Fig. 1: supply network
Scale bar: 50 um. Pins as bars on the die edge.
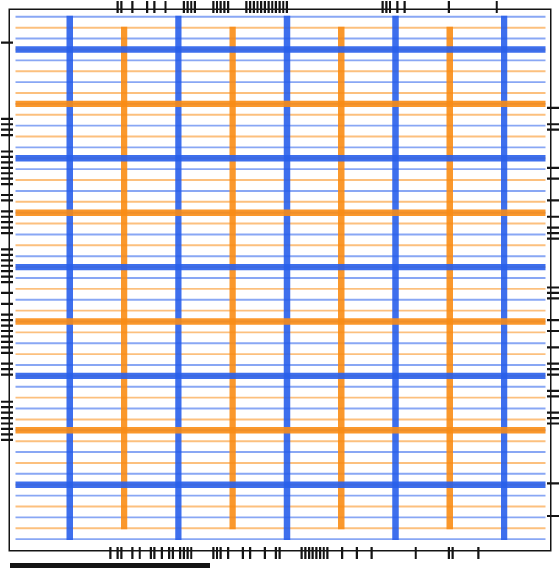
Fig. 2: placed cells, one colour a class
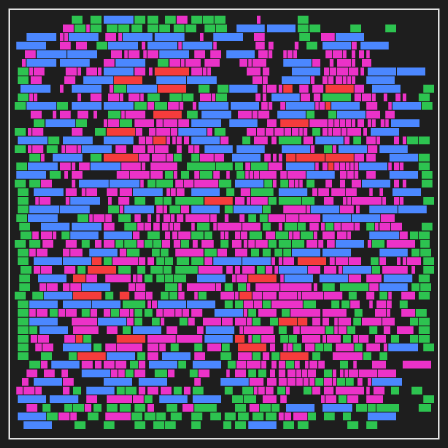
Fig. 3: routed clock nets over the placement
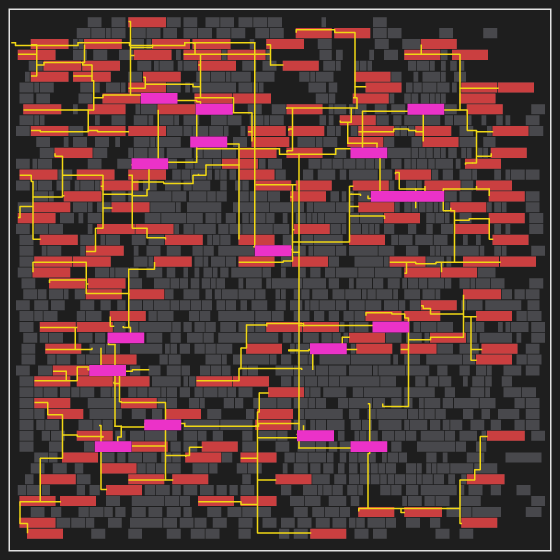
==> src/rtl/cart_tracker.sv <==
// Customer-cart bookkeeping: per-item quantities, distinct-item list and running total,
// with a sequential double-dabble that publishes the total as four stable BCD digits.
module cart_tracker #(
    parameter int NUM_ITEMS = 12,
    parameter int MAX_QTY   = 7,
    parameter int PRICE_W   = 14,
    parameter int EMPTY_ID  = 15
) (
    input  logic                            clk,
    input  logic                            rst_n,
    input  logic                            clear,
    input  logic                            add_valid,
    input  logic [3:0]                      add_id,
    input  logic [PRICE_W-1:0]              add_price,
    output logic                            add_ready,
    output logic                            reject,
    output logic [1:0]                      reject_code,
    output logic                            price_valid,
    output logic [3:0]                      soldItemCount,
    output logic [NUM_ITEMS-1:0][3:0]       shopping_list,
    output logic [NUM_ITEMS-1:0][2:0]       quantitylist,
    output logic [0:3][3:0]                 price_disp,
    output logic [PRICE_W-1:0]              total_price
);

    localparam int                DD_W     = 16 + PRICE_W;
    localparam logic [3:0]        LP_NUM   = 4'(NUM_ITEMS);
    localparam logic [2:0]        LP_MAX   = 3'(MAX_QTY);
    localparam logic [3:0]        LP_EMPTY = 4'(EMPTY_ID);
    localparam logic [PRICE_W:0]  LP_LIMIT = (PRICE_W+1)'(9999);
    localparam logic [3:0]        LP_LAST  = 4'(PRICE_W - 1);

    typedef enum logic {S_IDLE, S_CONVERT} state_t;

    state_t             r_state;
    logic [DD_W-1:0]    r_dd;
    logic [3:0]         r_cnt;

    logic [PRICE_W:0]   w_sum;
    logic [2:0]         w_qty;
    logic               w_bad_id;
    logic [DD_W-1:0]    w_dd_next;

    // One double-dabble iteration: add 3 to every BCD nibble >= 5, then shift left.
    function automatic logic [DD_W-1:0] dd_step(input logic [DD_W-1:0] v);
        logic [DD_W-1:0] t;
        t = v;
        for (int d = 0; d < 4; d++) begin
            if (t[PRICE_W + 4*d +: 4] >= 4'd5)
                t[PRICE_W + 4*d +: 4] = t[PRICE_W + 4*d +: 4] + 4'd3;
        end
        return {t[DD_W-2:0], 1'b0};
    endfunction

    // Total limit check done one bit wider so a wrapped sum cannot sneak under 9999.
    function automatic logic over_limit(input logic [PRICE_W:0] s);
        return (s > LP_LIMIT);
    endfunction

    assign add_ready = (r_state == S_IDLE);
    assign w_sum     = {1'b0, total_price} + {1'b0, add_price};
    assign w_bad_id  = (add_id >= LP_NUM);
    assign w_qty     = w_bad_id ? 3'd0 : quantitylist[add_id];
    assign w_dd_next = dd_step(r_dd);

    always_ff @(posedge clk or negedge rst_n) begin
        if (!rst_n) begin
            r_state       <= S_IDLE;
            r_dd          <= '0;
            r_cnt         <= '0;
            reject        <= 1'b0;
            reject_code   <= 2'd0;
            price_valid   <= 1'b0;
            soldItemCount <= 4'd0;
            shopping_list <= {NUM_ITEMS{LP_EMPTY}};
            quantitylist  <= '0;
            price_disp    <= '0;
            total_price   <= '0;
        end else if (clear) begin
            // New customer: same state as reset, and any running conversion is dropped.
            r_state       <= S_IDLE;
            r_dd          <= '0;
            r_cnt         <= '0;
            reject        <= 1'b0;
            reject_code   <= 2'd0;
            price_valid   <= 1'b0;
            soldItemCount <= 4'd0;
            shopping_list <= {NUM_ITEMS{LP_EMPTY}};
            quantitylist  <= '0;
            price_disp    <= '0;
            total_price   <= '0;
        end else begin
            reject      <= 1'b0;
            price_valid <= 1'b0;
            case (r_state)
                S_IDLE: begin
                    if (add_valid) begin
                        if (w_bad_id) begin
                            reject      <= 1'b1;
                            reject_code <= 2'd1;
                        end else if (w_qty == LP_MAX) begin
                            reject      <= 1'b1;
                            reject_code <= 2'd2;
                        end else if (over_limit(w_sum)) begin
                            reject      <= 1'b1;
                            reject_code <= 2'd3;
                        end else begin
                            quantitylist[add_id] <= w_qty + 3'd1;
                            total_price          <= w_sum[PRICE_W-1:0];
                            if (w_qty == 3'd0) begin
                                shopping_list[soldItemCount] <= add_id;
                                soldItemCount                <= soldItemCount + 4'd1;
                            end
                            r_dd    <= {16'd0, w_sum[PRICE_W-1:0]};
                            r_cnt   <= 4'd0;
                            r_state <= S_CONVERT;
                        end
                    end
                end
                S_CONVERT: begin
                    r_dd  <= w_dd_next;
                    r_cnt <= r_cnt + 4'd1;
                    if (r_cnt == LP_LAST) begin
                        price_disp  <= w_dd_next[DD_W-1 -: 16];
                        price_valid <= 1'b1;
                        r_state     <= S_IDLE;
                    end
                end
                default: r_state <= S_IDLE;
            endcase
        end
    end

endmodule

==> config.mk <==
export PLATFORM = sky130hd
export DESIGN_NAME = cart_tracker
export DESIGN_NICKNAME = d
export VERILOG_FILES = /design/src/rtl/cart_tracker.sv
export SDC_FILE = /design/constraint.sdc
export NUM_CORES = 1
export LEC_CHECK = 0
export CAP_MARGIN = 5
export CORE_UTILIZATION = 49
export CTS_CLUSTER_DIAMETER = 30
export DETAILED_ROUTE_END_ITERATION = 16
export PLACE_DENSITY_LB_ADDON = 0.12
export SLEW_MARGIN = 20
export SYNTH_ARGS = -nofsm -noshare
export SYNTH_HDL_FRONTEND = slang
export SYNTH_SLANG_ARGS = --single-unit
==> constraint.sdc <==
create_clock -name clk -period 3 [get_ports clk]
set_clock_uncertainty 0.15 [all_clocks]
set_input_delay 0.3 -clock clk [delete_from_list [all_inputs] [get_ports clk]]
set_output_delay 0.3 -clock clk [all_outputs]
set_load 0.02 [all_outputs]
==> run notes <==
Physical implementation

The total setup violations reported at the end of the flow is 140. The setup slack of the critical path after layout is -0.2943 ns. The switching power is 4.054 mW.

The number of standard cells in the layout, taps in and fillers out is 1382. The chip area estimate from yosys synthesis is 8666 um2. The max-slew check reports its worst relative slack as 20.62%. The worst path arrival time is 3.46 ns. The share of synthesized area spent on multiplexers is 13.99%. The classification of the worst setup path is reg2reg. All stages included, the depth of the critical timing path comes to 15. According to the floorplan report, the total die area is 18220 um2.

The cell with the most instances on the worst path is sky130_fd_sc_hd__buf_4. Entering global routing, the biggest net connects 63 pins. The count of fill cells added during filler insertion is 1160. The main flop type after synthesis is sky130_fd_sc_hd__dfrtp_1. The final timing summary puts the cycle share of the worst path at 109.8%. The run finished, with violations left. Per the timing report, the achievable frequency comes out to 303.6 MHz. The fraction of the mapped netlist area in simple logic gates is 17.15%. The register area share after synthesis is between 40 and 50%. In the final layout, clock buffers and inverters account for 4.604% of the cell area.

The final reports fail on negative setup slack. The kind of cell adding the most delay to the critical path is AND-OR/OR-AND gates. Of the total standard cell area in the layout, the multi-input combinational portion is 37.42%. The portion of total power attributed to the clock network is a little over a fifth. The number of non-clock inverters is 34.

The post-route netlist has 33.54% of its cells at a drive strength greater than 1. The post-detailed-placement half-perimeter wirelength is 16210 um. The post-synthesis cell type with the largest combined area is sky130_fd_sc_hd__dfrtp_1. The launch point of the worst register-to-register path is recorded as total_price[0]$_DFFE_PN0P_.

The synthesis-stage register bit count is 157. The number of vias per cell after detailed routing is roughly 5.6. The detailed router reports a met2 wire length of 13070 um. The tool flagged a number of max-cap violations equal to 0.

The post-synthesis instance area is 8666 um2. The cell count after synthesis is 841. The vertical die dimension is 135.0 um. The worst setup path is launched from a register. The total of clock buffers placed in the layout is 17. The cell with the most instances after synthesis is sky130_fd_sc_hd__dfrtp_1. Detailed-route iteration 0 reported a violation count of 607. The diode insertion count for antenna repair is 0.

The accumulated negative setup slack is -27.25 ns. The slowest stage of the critical path belongs to the cell sky130_fd_sc_hd__o41ai_4. The number of antenna violations at the first check in global routing came to 0. The area of the core is 17300 um2.

The end of the worst register-to-register path is r_dd[10]$_DFFE_PN0P_. The final hold violation count recorded for this run is 0. The flop count is 157. The number of global-route vias before repair is 7586. The static leakage is slightly below 6 nW. The number of synthesized flops with an enable pin is 0.

The remaining global-route overflow is 0. The depth of the worst register-to-register path is 15. The dominant combinational cell family by area after synthesis is simple AND/OR/NAND/NOR gates. The iteration count recorded for the first detailed-route pass is 5. The non-clock buffer contribution to total cell area is 24.43%. The count of yosys warnings during synthesis is 0. Per the CTS log, the maximum H-tree level is 4. STA reports the tightest min-delay check as being of type in2reg.

The total routed wirelength is 25970 um. The number of nets in the layout is 1198. The inserted tap cell count is 225. The area growth from synthesis to layout is 51.47%. In the final report, the number of pins over their slew limit comes to 0.

Per the power-grid run, VDD falls by no more than 678.7 uV. Yosys stat counts 841 cells in the synthesized netlist. Total power for the finished layout comes to between 10 and 15 mW. In the global route stage, overall resource usage came out at around 28%. Per STA, the worst path is made up of ha_4, inv_2, fa_2, nor2b_4, o2111ai_4, buf_6, a31oi_4, o221ai_4, o41ai_4, buf_4, o21a_4, buf_4, o21ai_4, buf_4, o221a_2. The share of synthesized cell area in full adder, half adder and majority cells is 4.707%. The clock tree from TritonCTS is built. Summing all placed instances gives a cell area of between 10000 and 15000 um2. In the layout the commonest cells are 145 x sky130_fd_sc_hd__buf_4, 139 x sky130_fd_sc_hd__clkdlybuf4s50_1, 105 x sky130_fd_sc_hd__dfrtp_1. The maximum fanout along the worst path is 4.

The actual slew at the worst max-slew pin is 1.186 ns. The last element of the critical path is r_dd[10]$_DFFE_PN0P_.
Back to the opening pictures, Fig. 1:
| colour | net |
|---|---|
| blue | VSS |
| orange | VDD |
met1 rails: 49
met5 straps: 9
rows: 48

Back to the opening pictures, Fig. 2:
| colour | class | cells |
|---|---|---|
| blue | registers | 157 |
| green | remaining buffers and delay cells | 338 |
| magenta | remaining logic cells | 630 |
| red | clock drivers and dummy loads | 32 |

Back to the opening pictures, Fig. 3:
[yellow] clock wires | length: 1970 um
[magenta] clock-net drivers | count: 17
[red] flip-flops | count: 157
routed clock nets: 18

[cell families after synthesis]
family,count (synthesis)
muxes,111
adders and majority gates,32
AOI/OAI and AO/OA,145
xor gates and xnor gates,15
and+or+nand+nor,292
buffers and inverters,89
DFF,157
[layer usage]
metal,up-vias,GRT usage [%]
met4,0,7.990
met5,-,0
met2,241,46.59
met3,37,5.706
li1,3574,-
met1,3860,36.84
[power by group through the flow]
stage / sequential [mW] / combinational [mW] / clock (mW)
3_3_place_gp: 2.54 / 4.18 / 0
5_1_grt: 2.54 / 6.16 / 2.36
4_1_cts: 2.51 / 4.89 / 2.26
6_report: 2.53 / 5.85 / 2.23
2_1_floorplan: 2.69 / 2.34 / 0
3_5_place_dp: 2.54 / 4.24 / 0
[sequential cells by signal, indices dropped and copies added (netlist names)]
| name | cells |
|---|---|
| total_price | 14 |
| reject | 1 |
| r_dd | 30 |
| reject_code | 2 |
| r_state | 1 |
| price_disp | 16 |
| price_valid | 1 |
| quantitylist | 36 |
| r_cnt | 4 |
| shopping_list | 48 |
| soldItemCount | 4 |
[repair_timing]
item | 4_1_cts | 5_1_grt
gates cloned | 3 | 4
gates resized | 70 | 56
endpoints found under the setup margin | 140 | 140
hold endpoints to repair | 23 | 0
hold buffers | 1 | 0
pin swaps | 26 | 47
buffers inserted | 24 | 15
[stage by stage]
step           utilization, %  setup slack [ns]
2_1_floorplan               -           -0.1711
3_3_place_gp            67.09           -0.7424
3_5_place_dp            67.09           -0.7874
4_1_cts                 73.63           -0.2847
5_1_grt                 75.89           -0.4300
6_report                75.89           -0.2943
Power figures rest on the tool's default switching activity, not on a simulated workload.
